==> src/rtl/count_pkg.sv <==
// Shared types for the counter capture path: entry tags, capture FSM states,
// the entry layout and the tag classifier used when a counter value changes.
// No ports; imported by count_capture_buf and count_sync_fifo.
package count_pkg;

    typedef enum logic [1:0] {
        TAG_STEP    = 2'b00,
        TAG_LOAD    = 2'b01,
        TAG_WRAP_UP = 2'b10,
        TAG_WRAP_DN = 2'b11
    } tag_e;

    typedef enum logic [1:0] {
        IDLE  = 2'd0,
        PRIME = 2'd1,
        RUN   = 2'd2
    } state_e;

    // Entry layout at the default counter width. The top re-declares the same
    // {tag, value} layout at its own WIDTH parameter.
    localparam int unsigned ENTRY_VAL_W = 4;

    typedef struct packed {
        tag_e                   tag;
        logic [ENTRY_VAL_W-1:0] value;
    } entry_t;

    // Tag priority: load beats wrap detection, wrap beats a plain step.
    // Kept width-agnostic by taking the range comparisons as flags.
    function automatic tag_e classify_tag(
        input logic load,
        input logic up,
        input logic prev_is_max,
        input logic prev_is_zero,
        input logic cur_is_max,
        input logic cur_is_zero
    );
        if (load)
            return TAG_LOAD;
        else if (prev_is_max && cur_is_zero && up)
            return TAG_WRAP_UP;
        else if (prev_is_zero && cur_is_max && !up)
            return TAG_WRAP_DN;
        else
            return TAG_STEP;
    endfunction

endpackage

==> src/rtl/count_sync_fifo.sv <==
// Generic DEPTH x DW synchronous FIFO with registered read data and a
// 1-cycle rd_valid pulse. Owns pointers, level, full/empty and a sticky
// overflow flag. A pop frees the slot a same-cycle push needs when full.
// Ports: clock/resetn, clear (sync flush), wr_en/wr_data, rd_en ->
// rd_data/rd_valid, full, empty, level, overflow.
module count_sync_fifo
    import count_pkg::*;
#(
    parameter int DW    = 6,
    parameter int DEPTH = 8
) (
    input  logic                     clock,
    input  logic                     resetn,
    input  logic                     clear,
    input  logic                     wr_en,
    input  logic [DW-1:0]            wr_data,
    input  logic                     rd_en,
    output logic [DW-1:0]            rd_data,
    output logic                     rd_valid,
    output logic                     full,
    output logic                     empty,
    output logic [$clog2(DEPTH):0]   level,
    output logic                     overflow
);

    localparam int AW = $clog2(DEPTH);
    localparam int LW = AW + 1;

    logic [DW-1:0] mem_q [DEPTH];
    logic [DW-1:0] mem_d [DEPTH];
    logic [AW-1:0] wr_ptr_q, wr_ptr_d;
    logic [AW-1:0] rd_ptr_q, rd_ptr_d;
    logic [LW-1:0] level_q, level_d;
    logic [DW-1:0] rd_data_q, rd_data_d;
    logic          rd_valid_q, rd_valid_d;
    logic          overflow_q, overflow_d;
    logic          pop_ok;
    logic          push_ok;

    assign full  = (level_q == LW'(DEPTH));
    assign empty = (level_q == '0);

    // A pop is only possible with data present; a push also fits when full
    // provided the same-cycle pop frees a slot.
    assign pop_ok  = rd_en && !empty;
    assign push_ok = wr_en && (!full || pop_ok);

    always_comb begin
        mem_d      = mem_q;
        wr_ptr_d   = wr_ptr_q;
        rd_ptr_d   = rd_ptr_q;
        level_d    = level_q;
        rd_data_d  = rd_data_q;
        rd_valid_d = 1'b0;
        overflow_d = overflow_q;

        if (clear) begin
            wr_ptr_d   = '0;
            rd_ptr_d   = '0;
            level_d    = '0;
            rd_data_d  = '0;
            overflow_d = 1'b0;
        end else begin
            if (push_ok) begin
                mem_d[wr_ptr_q] = wr_data;
                wr_ptr_d        = wr_ptr_q + AW'(1);
            end
            if (pop_ok) begin
                // Reads the pre-edge contents, so a full push+pop on the
                // same slot returns the oldest entry, not the new one.
                rd_data_d  = mem_q[rd_ptr_q];
                rd_valid_d = 1'b1;
                rd_ptr_d   = rd_ptr_q + AW'(1);
            end
            case ({push_ok, pop_ok})
                2'b10:   level_d = level_q + LW'(1);
                2'b01:   level_d = level_q - LW'(1);
                default: level_d = level_q;
            endcase
            if (wr_en && !push_ok)
                overflow_d = 1'b1;
        end
    end

    always_ff @(posedge clock or negedge resetn) begin
        if (!resetn) begin
            for (int i = 0; i < DEPTH; i++)
                mem_q[i] <= '0;
            wr_ptr_q   <= '0;
            rd_ptr_q   <= '0;
            level_q    <= '0;
            rd_data_q  <= '0;
            rd_valid_q <= 1'b0;
            overflow_q <= 1'b0;
        end else begin
            mem_q      <= mem_d;
            wr_ptr_q   <= wr_ptr_d;
            rd_ptr_q   <= rd_ptr_d;
            level_q    <= level_d;
            rd_data_q  <= rd_data_d;
            rd_valid_q <= rd_valid_d;
            overflow_q <= overflow_d;
        end
    end

    assign rd_data  = rd_data_q;
    assign rd_valid = rd_valid_q;
    assign level    = level_q;
    assign overflow = overflow_q;

endmodule

==> src/rtl/count_capture_buf.sv <==
// Watches a mod-MODULO up/down counter and records every value change as a
// tagged {tag, value} entry into a FIFO drained through rd_en/rd_valid.
// Ports: clock/resetn, counter taps (cnt_in, cnt_load, cnt_up_down),
// cap_en, clear, rd_en -> rd_data, rd_valid, full, empty, level, overflow.
module count_capture_buf
    import count_pkg::*;
#(
    parameter int WIDTH  = 4,
    parameter int MODULO = 12,
    parameter int DEPTH  = 8
) (
    input  logic                   clock,
    input  logic                   resetn,
    input  logic [WIDTH-1:0]       cnt_in,
    input  logic                   cnt_load,
    input  logic                   cnt_up_down,
    input  logic                   cap_en,
    input  logic                   clear,
    input  logic                   rd_en,
    output logic [WIDTH+1:0]       rd_data,
    output logic                   rd_valid,
    output logic                   full,
    output logic                   empty,
    output logic [$clog2(DEPTH):0] level,
    output logic                   overflow
);

    typedef struct packed {
        tag_e             tag;
        logic [WIDTH-1:0] value;
    } cap_entry_t;

    localparam logic [WIDTH-1:0] MAX_VAL = WIDTH'(MODULO - 1);

    state_e           state_q, state_d;
    logic [WIDTH-1:0] prev_q, prev_d;
    logic             push;
    tag_e             push_tag;
    cap_entry_t       push_entry;

    always_comb begin
        state_d  = state_q;
        prev_d   = prev_q;
        push     = 1'b0;
        push_tag = TAG_STEP;

        if (clear) begin
            state_d = IDLE;
            prev_d  = '0;
        end else begin
            case (state_q)
                IDLE: begin
                    if (cap_en)
                        state_d = PRIME;
                end
                PRIME: begin
                    // Baseline entry so the history starts from a known value.
                    push     = 1'b1;
                    push_tag = TAG_LOAD;
                    prev_d   = cnt_in;
                    state_d  = RUN;
                end
                RUN: begin
                    if (!cap_en) begin
                        state_d = IDLE;
                    end else begin
                        push     = cnt_load || (cnt_in != prev_q);
                        push_tag = classify_tag(cnt_load, cnt_up_down,
                                                prev_q == MAX_VAL, prev_q == '0,
                                                cnt_in == MAX_VAL, cnt_in == '0);
                        prev_d   = cnt_in;
                    end
                end
                default: state_d = IDLE;
            endcase
        end

        push_entry.tag   = push_tag;
        push_entry.value = cnt_in;
    end

    always_ff @(posedge clock or negedge resetn) begin
        if (!resetn) begin
            state_q <= IDLE;
            prev_q  <= '0;
        end else begin
            state_q <= state_d;
            prev_q  <= prev_d;
        end
    end

    count_sync_fifo #(
        .DW    (WIDTH + 2),
        .DEPTH (DEPTH)
    ) u_fifo (
        .clock    (clock),
        .resetn   (resetn),
        .clear    (clear),
        .wr_en    (push),
        .wr_data  (push_entry),
        .rd_en    (rd_en),
        .rd_data  (rd_data),
        .rd_valid (rd_valid),
        .full     (full),
        .empty    (empty),
        .level    (level),
        .overflow (overflow)
    );

endmodule

==> config.mk <==
export PLATFORM = sky130hd
export DESIGN_NAME = count_capture_buf
export DESIGN_NICKNAME = d
export VERILOG_FILES = /design/src/rtl/count_pkg.sv /design/src/rtl/count_sync_fifo.sv /design/src/rtl/count_capture_buf.sv
export SDC_FILE = /design/constraint.sdc
export NUM_CORES = 1
export LEC_CHECK = 0
export ABC_AREA = 1
export CORE_MARGIN = 3
export CORE_UTILIZATION = 53
export DETAILED_ROUTE_END_ITERATION = 8
export GPL_ROUTABILITY_DRIVEN = 0
export PLACE_DENSITY = 0.73
export SYNTH_ARGS = -nofsm -noshare
export SYNTH_HDL_FRONTEND = slang
export SYNTH_HIERARCHICAL = 1
export SYNTH_SLANG_ARGS = --single-unit
==> constraint.sdc <==
create_clock -name clock -period 4 [get_ports clock]
set_input_delay 0.4 -clock clock [delete_from_list [all_inputs] [get_ports clock]]
set_output_delay 0.4 -clock clock [all_outputs]
set_load 0.02 [all_outputs]
==> run_results.csv <==
group,metric,value,unit
route,route.met3.wl,530,um
synthesis,ys_warn_count,6,
worst_setup_path,cp.required,4240,ps
power,irDropWorstVdd,0.000223,V
power,comb-power,0.317,mW
run,cap_violations,0,
sta,period_needed,2860,ps
grt,first_global_vias,3161,
synthesis,synth_async_sr_flop_share,100,%
worst_setup_path,path_cells,"clkdlybuf4s50_1 > inv_1 > o21ai_0 > nor2_1 > nand2_1 > nand2_1 > a21oi_1 > inv_1 > nand3_2 > inv_1 > ha_1 > nand2_1 > nand2_1 > nor2_1 > nand3_1 > nand3_1 > nand2_1",
finish,area_growth,13.3,%
floorplan,io-pin-count,25,
power,power_density,399,nW/um2
worst_setup_path,startpoint_type,"input pin",
route,dr_wl_met2,4360,um
power,p_seq,0.809,mW
run_status,outcome,"complete, no violations",
synthesis,yosysSeqAreaShare,47.7,%
route,top_layer,"met4",
finish,layout-drive-gt1-share,8.54,%
synthesis,mux_share,0,%
route,wirelength,9320,um
worst_setup_path,crit_top_cell,"nand2_1",
synthesis,edf_count,0,
route,ant_nets,0,
worst_setup_path,crit_cells,17,
power,switching_share,30.5,%
finish,layoutNonFillerInstCount,623,
sta,setup_tns,0,ps
finish,regMostFlops,"u_fifo/mem_q",
worst_setup_path,arrival,3100,ps
worst_setup_path,worst_r2r_endpoint,"u_fifo/level[3]$_DFFE_PN0P_",
clock_tree,cts_buffer_depth,2,
finish,n_antenna_cell,0,
power,power.total,1.70,mW
grt,use_met3,4.50,%
sta,whs,246,ps
route,routed_via_density,5.32,
synthesis,ys_types,27,
sta,finalSetupViolCount,0,
finish,inverters,33,
run,log.warning_count,29,
finish,lay_top_count,"nand2_1",
finish,nNonClkBuffers,29,
synthesis,ys_sh_adder,3.18,%
worst_setup_path,crit_path_start,"cnt_in[3]",
synthesis,yosys.area.top_type_share,47.7,%
sta,maxSlewHeadroom,28.8,%
finish,register_area,1800,um2
worst_setup_path,setup.worst_path.class,"input pin to register",
clock_tree,hold_buffers,0,
clock_tree,cts_post_setup_buffers_inserted,0,
worst_setup_path,slowest_delay,760,ps
placed_design,dp.cells,607,
placed_design,io_buffers,24,
sta,finalClockPeriodUsage,71.4,%
synthesis,yosys_register_bits,72,
synthesis,synthCells,499,
worst_setup_path,end_kind,"register",
floorplan,chipHeight,90.4,um
power,top_power_group,"sequential cells",
power,comb_power_share,18.6,%
synthesis,common_cells,"nand2_1, dfrtp_1, nor2_1",
power,p_sw,0.519,mW
synthesis,yosys_area,3770,um2
finish,largest_register_ffs,48,
finish,final_nets,542,
finish,buf_share,6.38,%
worst_setup_path,slowest_stage,"clkdlybuf4s50_1",
floorplan,die_w,90.4,um
route,drtIter0Drc,208,
floorplan,fp_util,55.2,%
sta,drv_slew,0,
sta,worst_slack,1140,ps
grt,grt_max_degree,50,
route,firstDrtPassIters,5,
synthesis,syn_nets,519,
finish,comb_share,41.2,%
worst_setup_path,rr_worst_depth,16,
synthesis,synthXorXnorAreaFrac,0.696,%
synthesis,postSynthAreaPerCell,7.56,um2
power,p_int,1.19,mW
synthesis,largest_area_cell,"dfrtp_1",
grt,grt_usage,23.9,%
synthesis,ys_sh_simple,34.0,%
synthesis,topCellsByArea,"dfrtp_1, nand2_1, nor2_1",
finish,fillerInstances,650,
route,drc,0,
synthesis,synthAoiAreaFrac,8.75,%
grt,grt-busiest-layer,"met2",
placed_design,place_area,4080,um2
clock_tree,cts_resized,0,
clock_tree,cts_htree_levels,3,
finish,final_cell_mix,"nand2_1, dfrtp_1, nor2_1, inv_1, o21ai_0",
synthesis,ys.flop_type,"dfrtp_1",
worst_setup_path,crit_family,"buffers and inverters",
clock_tree,tritoncts,"yes",
worst_setup_path,r2r_slack,1410,ps
floorplan,chip_area,8170,um2
finish,largestClassByArea,"flip-flops and latches",
clock_tree,clk_pin_slew,80,ps
finish,clk_share,4.62,%
power,p_leak,2.24,nW
sta,tightest_slew,1070,ps
power,sequentialPowerShare,47.4,%
synthesis,most_common_cell,"nand2_1",
grt,antenna_found_initial,0,
synthesis,ys_cells,499,
synthesis,topCombFamilyByArea,"simple AND/OR/NAND/NOR gates",
synthesis,syn_area,3770,um2
worst_hold_path,min_path_type,"input pin to asynchronous set/reset pin",
grt,use_met2,38.5,%
worst_setup_path,crit_end,"u_fifo/level[3]$_DFFE_PN0P_",
floorplan,taps,96,
grt,grt_pass1_wl,15600,um
sta,hold_viol,0,
finish,comb_cells,377,
placed_design,preCtsSetupSlack,812,ps
route,num_vias,3314,
grt,use_met1,32.8,%
clock_tree,cts_root_buf,"clkbuf_8",
worst_setup_path,rr_startpoint,"state_q[0]$_DFFE_PN0P_",
route,drt-met1-wl,4250,um
sta,rsz0062_at_grt,"no",
route,post_drt_wl_per_cell,15.0,um
grt,grt_overflow,0,
placed_design,dp_hpwl,6370,um
sta,fmax,350,MHz
worst_setup_path,cp_num_buf_inv,4,
worst_setup_path,cp_max_fo,12,
finish,comb_area,1760,um2
Fig. 1: routed clock nets over the placement
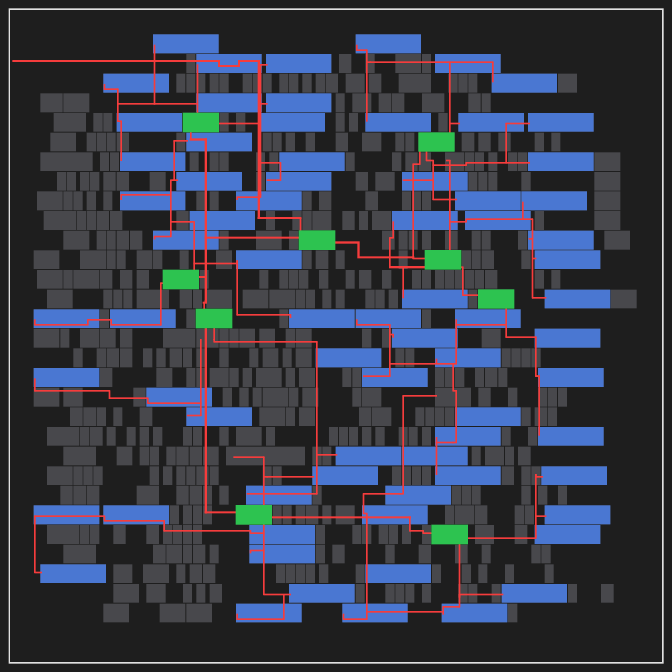
[red] clock wires | length: 906 um
[green] clock drivers | count: 9
[blue] flip-flops | count: 72
flops lie	spread over the die
clock network power: 0.580 mW
clk latency late pin: 340 ps
clk_skew: 7.33 ps
part of the power in the clock network: 34.0%

Fig. 2: placed cells, one color a class
Scale bar: 20 um.
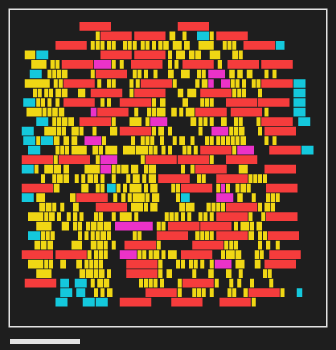
color	class	cells	share of their area
magenta	clock drivers and dummy loads	16	4.8%
cyan	remaining buffers and delay cells	29	6.6%
yellow	combinational and other logic	410	45%
red	sequential cells	72	43%
Site Rows: 30
Core ar.: 6830 um2
post-layout util: 62.6%
register share of the cell area: 42.1%
post-route cell area: 4280 um2

Fig. 3: drive-strength map
Scale bar: 20 um.
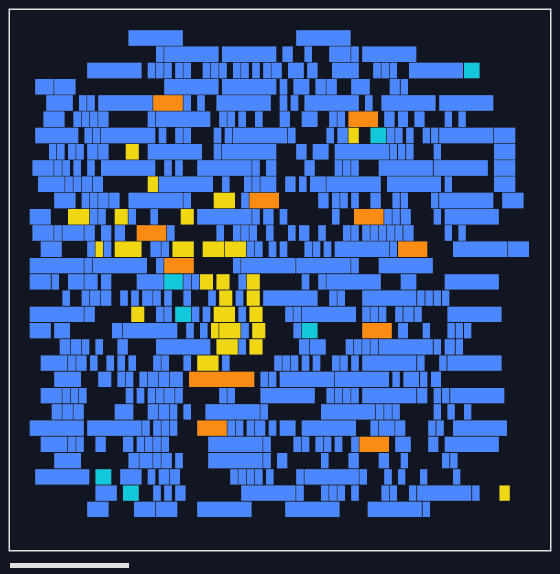
color	size	cells	share	most used
yellow	_2 cells	27	5.1%	nor2_2
orange	_6 and larger	11	2.1%	clkbuf_8
cyan	_3 and _4 cells	7	1.3%	buf_4
blue	_0 and _1 cells	482	91%	nand2_1

Fig. 4: clock routing
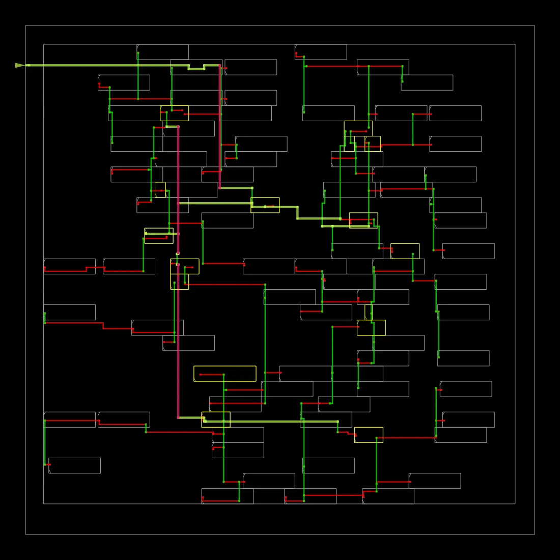
Flops: 72
clock buf count: 11
CTS Buf Count: 9
clk sinks: 72

Power figures rest on the tool's default switching activity, not on a simulated workload.
